## config.mk

```make
export PLATFORM = sky130hd
export DESIGN_NAME = sel_scan_ctrl
export DESIGN_NICKNAME = d
export VERILOG_FILES = /design/src/rtl/sel_scan_ctrl.sv
export SDC_FILE = /design/constraint.sdc
export NUM_CORES = 1
export LEC_CHECK = 0
export CORE_MARGIN = 4
export CORE_UTILIZATION = 59
export CTS_BUF_LIST = sky130_fd_sc_hd__clkbuf_4
export DETAILED_ROUTE_END_ITERATION = 10
export GPL_ROUTABILITY_DRIVEN = 0
export PLACE_DENSITY = 0.88
export SLEW_MARGIN = 40
export SYNTH_ARGS = -nofsm -noshare
export SYNTH_HDL_FRONTEND = slang
export SYNTH_SLANG_ARGS = --single-unit
```

## constraint.sdc

```tcl
create_clock -name clk -period 4.05 [get_ports clk]
set_input_delay 0.81 -clock clk [delete_from_list [all_inputs] [get_ports clk]]
set_output_delay 0.81 -clock clk [all_outputs]
set_load 0.01 [all_outputs]
```

## src/rtl/sel_scan_ctrl.sv

```systemverilog
// Channel scanner for a 4:1 selector: walks enabled channels in ascending order,
// dwells on each, and captures the selector output into a per-channel sample bit.
module sel_scan_ctrl #(
    parameter int unsigned DWELL = 4,
    parameter int unsigned CW    = 8
) (
    input  logic       clk,
    input  logic       rst_n,
    input  logic       start,
    input  logic [3:0] mask,
    input  logic       mux_in,
    output logic [1:0] sel,
    output logic       busy,
    output logic       done,
    output logic [3:0] sample
);

    typedef enum logic [0:0] {StIdle, StScan} state_t;

    localparam logic [CW-1:0] LastCnt = CW'(DWELL - 1);

    state_t        state;
    logic [3:0]    mask_lat;
    logic [CW-1:0] cnt;

    logic [1:0] first_idx;
    logic [1:0] next_idx;
    logic       has_next;

    // Downward iteration leaves the lowest qualifying index as the final assignment.
    always_comb begin
        first_idx = 2'd0;
        next_idx  = 2'd0;
        has_next  = 1'b0;
        for (int i = 3; i >= 0; i--) begin
            if (mask[i]) begin
                first_idx = 2'(i);
            end
            if (mask_lat[i] && (i > int'(sel))) begin
                next_idx = 2'(i);
                has_next = 1'b1;
            end
        end
    end

    always_ff @(posedge clk or negedge rst_n) begin
        if (!rst_n) begin
            state    <= StIdle;
            sel      <= 2'b00;
            busy     <= 1'b0;
            done     <= 1'b0;
            sample   <= 4'b0000;
            mask_lat <= 4'b0000;
            cnt      <= '0;
        end else begin
            done <= 1'b0;
            unique case (state)
                StIdle: begin
                    if (start) begin
                        if (mask != 4'b0000) begin
                            mask_lat <= mask;
                            sel      <= first_idx;
                            cnt      <= '0;
                            busy     <= 1'b1;
                            state    <= StScan;
                        end else begin
                            // Empty scan completes immediately.
                            done <= 1'b1;
                        end
                    end
                end
                StScan: begin
                    if (cnt == LastCnt) begin
                        sample[sel] <= mux_in;
                        cnt         <= '0;
                        if (has_next) begin
                            sel <= next_idx;
                        end else begin
                            busy  <= 1'b0;
                            done  <= 1'b1;
                            state <= StIdle;
                        end
                    end else begin
                        cnt <= cnt + 1'b1;
                    end
                end
                default: state <= StIdle;
            endcase
        end
    end

endmodule

```

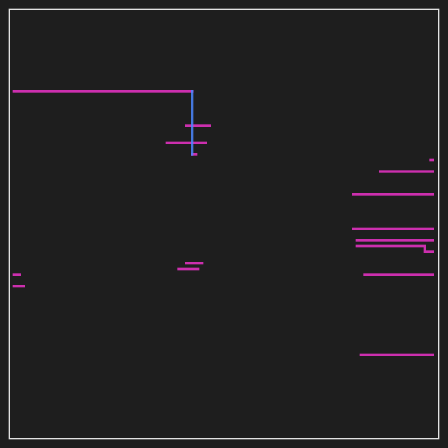
Fig. 1. Metal layers overlaid.
Two of the layers only.
[M3] magenta | wire length: 95.2 um
[M4] blue | wire length: 7.50 um

==> flow_summary.html <==
<h2>Implementation results</h2>
<table>
<tr><th>Metric</th><th>Value</th></tr>
<tr><th colspan="2">Outcome</th></tr>
<tr><td>Outcome</td><td>finished clean</td></tr>
<tr><th colspan="2">Critical path</th></tr>
<tr><td>Top delay family on crit path</td><td>simple AND/OR/NAND/NOR gates</td></tr>
<tr><td>Worst Setup EP</td><td>sel[1]</td></tr>
<tr><td>Cell with the largest stage delay on the worst path</td><td>sky130_fd_sc_hd__or4_4</td></tr>
<tr><td>R2r setup slk</td><td>2110 ps</td></tr>
<tr><td>Delay of the slowest critical-path stage</td><td>roughly 550 ps</td></tr>
<tr><td>Startpoint of the most critical setup path</td><td>mask[2]</td></tr>
<tr><td>Critical path class</td><td>primary input to flop</td></tr>
<tr><td>Endpoint required time on the critical path</td><td>4240 ps</td></tr>
<tr><th colspan="2">Logic synthesis</th></tr>
<tr><td>Fraction of registers with async set/reset</td><td>100%</td></tr>
<tr><td>Number of nets at floorplan</td><td>111</td></tr>
<tr><td>Synth Warn #</td><td>0</td></tr>
<tr><td>Area leader, netlist</td><td>sky130_fd_sc_hd__dfrtp_1</td></tr>
<tr><td>Post-Synthesis Mean Instance Area</td><td>10.6 um^2</td></tr>
<tr><td>Register area share after synthesis</td><td>approximately 46%</td></tr>
<tr><td>Yosys-reported design area after synthesis</td><td>around 1100 um^2</td></tr>
<tr><td>Post-synthesis cell area</td><td>1080 um^2</td></tr>
<tr><td>Area share of the largest cell type after synthesis</td><td>between 40% and 50%</td></tr>
<tr><th colspan="2">Die</th></tr>
<tr><td>Area of the chip</td><td>2580 um^2</td></tr>
<tr><td>Core Density at Floorplan</td><td>roughly 63%</td></tr>
<tr><td># rows</td><td>15</td></tr>
<tr><th colspan="2">Drt</th></tr>
<tr><td>Mean routed wirelength per cell</td><td>between 10 and 15 um</td></tr>
<tr><td>Routed wl met2</td><td>935 um</td></tr>
<tr><td>Met3 wire length</td><td>95 um</td></tr>
<tr><td>Detailed-routing wirelength on met1</td><td>roughly 1.0 mm</td></tr>
<tr><td>Drt via density</td><td>roughly 5.9</td></tr>
<tr><td>Count of routing violations after the opening detailed-route iteration</td><td>23</td></tr>
<tr><th colspan="2">Place</th></tr>
<tr><td>Area after DPL</td><td>about 1200 um^2</td></tr>
<tr><td>DP Cell Count</td><td>approximately 140</td></tr>
<tr><th colspan="2">Clock network</th></tr>
<tr><td>H-tree Lvls</td><td>1</td></tr>
<tr><td>CTS Buffer Depth</td><td>2</td></tr>
<tr><td>Count of hold-fix buffers inserted at cts</td><td>0</td></tr>
<tr><td>Total CTS buffers</td><td>3</td></tr>
<tr><td>Sinks on the clock net</td><td>20</td></tr>
<tr><td>Setup fix buffers added after clock tree synthesis</td><td>0</td></tr>
<tr><th colspan="2">Global route</th></tr>
<tr><td>GR Overflow Total</td><td>0</td></tr>
<tr><td>Initial antenna violation count</td><td>0</td></tr>
<tr><td>Met1 usage in global routing</td><td>around 25%</td></tr>
<tr><td>First-pass GRT wire length</td><td>3.62 mm</td></tr>
<tr><td>Largest net degree at the start of global routing</td><td>21</td></tr>
<tr><th colspan="2">Power and ir drop</th></tr>
<tr><td>Combinational power</td><td>around 0.34 mW</td></tr>
<tr><td>Total power of the final layout</td><td>0.876 mW</td></tr>
<tr><td>Clock Power</td><td>around 0.16 mW</td></tr>
<tr><td>Switching Share</td><td>36.5%</td></tr>
<tr><td>Reported sequential group power</td><td>about 0.38 mW</td></tr>
<tr><td>Switching power of the nets</td><td>0.320 mW</td></tr>
<tr><td>Power share of the clock group</td><td>18.4%</td></tr>
<tr><th colspan="2">Layout</th></tr>
<tr><td>Final standard cell utilization of the core</td><td>about three quarters</td></tr>
<tr><td>Layout Cell Area excl Fill</td><td>roughly 1300 um^2</td></tr>
<tr><td>Top cells excl fill/tap</td><td>sky130_fd_sc_hd__dfrtp_1 (20), sky130_fd_sc_hd__clkdlybuf4s50_1 (14), sky130_fd_sc_hd__nand2_1 (11)</td></tr>
<tr><td>Area Overhead vs Synth</td><td>19.8%</td></tr>
<tr><td>Most frequent logic cell in the layout</td><td>sky130_fd_sc_hd__dfrtp_1</td></tr>
<tr><td>Max FFs per register</td><td>8</td></tr>
<tr><th colspan="2">Timing</th></tr>
<tr><td>Final hold violation count</td><td>0</td></tr>
<tr><td>Number of setup violations in the final report</td><td>0</td></tr>
<tr><td>Final critical-path required period</td><td>approximately 2300 ps</td></tr>
<tr><td>Worst hold slack</td><td>approximately 430 ps</td></tr>
<tr><td>RSZ-0062 raised after global routing</td><td>no</td></tr>
<tr><td>Total negative slack for setup checks</td><td>0 ps</td></tr>
<tr><th colspan="2">Job</th></tr>
<tr><td>Number of warning messages in the logs</td><td>26</td></tr>
</table>
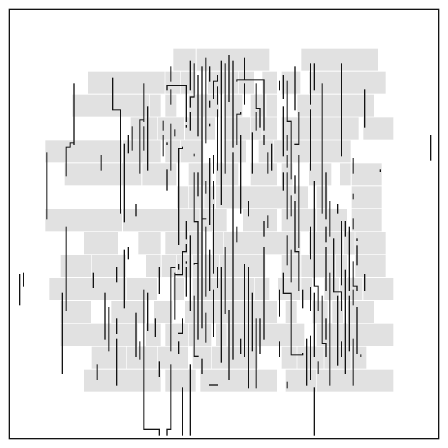
Fig. 2. Metal 2.
share of all routed wire: 45%
wire length on this layer: 935 um
longest straight run: 30.9 um
nets with wire on the layer: 106
main direction: vertical
total routed wirelength: 2.08 mm
count of vias placed by the detailed router: 843

## final cells by class
| type | instances | area (um^2) |
|---|---|---|
| Multi-Input combinational cell | 76 | 549 |
| Sequential cell | 20 | 500 |
| Fill cell | 128 | 433 |
| Timing Repair Buffer | 15 | 145 |
| Tap cell | 25 | 31.3 |
| Clock inverter | 1 | 30.0 |
| Clock buffer | 3 | 22.5 |
| Inverter | 4 | 15.0 |
## worst reg2reg max path, stage by stage (launching register included)
cell	delay, ps
sky130_fd_sc_hd__dfrtp_1	410
sky130_fd_sc_hd__ha_1	240
sky130_fd_sc_hd__nor4b_4	380
sky130_fd_sc_hd__and3_2	310
sky130_fd_sc_hd__and3_1	170
sky130_fd_sc_hd__mux2_2	320
## cells by family (layout without fill, tap and decap cells)
kind of cell,after synthesis,after routing,share of synthesized area [%]
xor gates and xnor gates,1,1,0.811
adders and majority gates,1,1,1.16
buffers and inverters,6,23,2.78
DFF,20,20,46.3
AOI/OAI and AO/OA,30,30,19.8
muxes,9,9,10.1
and+or+nand+nor,35,35,19.0
## cells in the mapped netlist, types with 2 or more instances
master and instances:
sky130_fd_sc_hd__dfrtp_1 20, sky130_fd_sc_hd__nand2_1 11, sky130_fd_sc_hd__o21ai_0 8, sky130_fd_sc_hd__mux2_2 6, sky130_fd_sc_hd__nor2_1 5, sky130_fd_sc_hd__a21oi_1 4
sky130_fd_sc_hd__inv_1 4, sky130_fd_sc_hd__nand3_1 4, sky130_fd_sc_hd__nor3_1 4, sky130_fd_sc_hd__a211oi_1 2, sky130_fd_sc_hd__a22o_1 2, sky130_fd_sc_hd__a31oi_1 2
sky130_fd_sc_hd__and3_1 2, sky130_fd_sc_hd__mux2_4 2, sky130_fd_sc_hd__o21bai_1 2
No activity file was given, so power comes from the tool's default toggle rates.
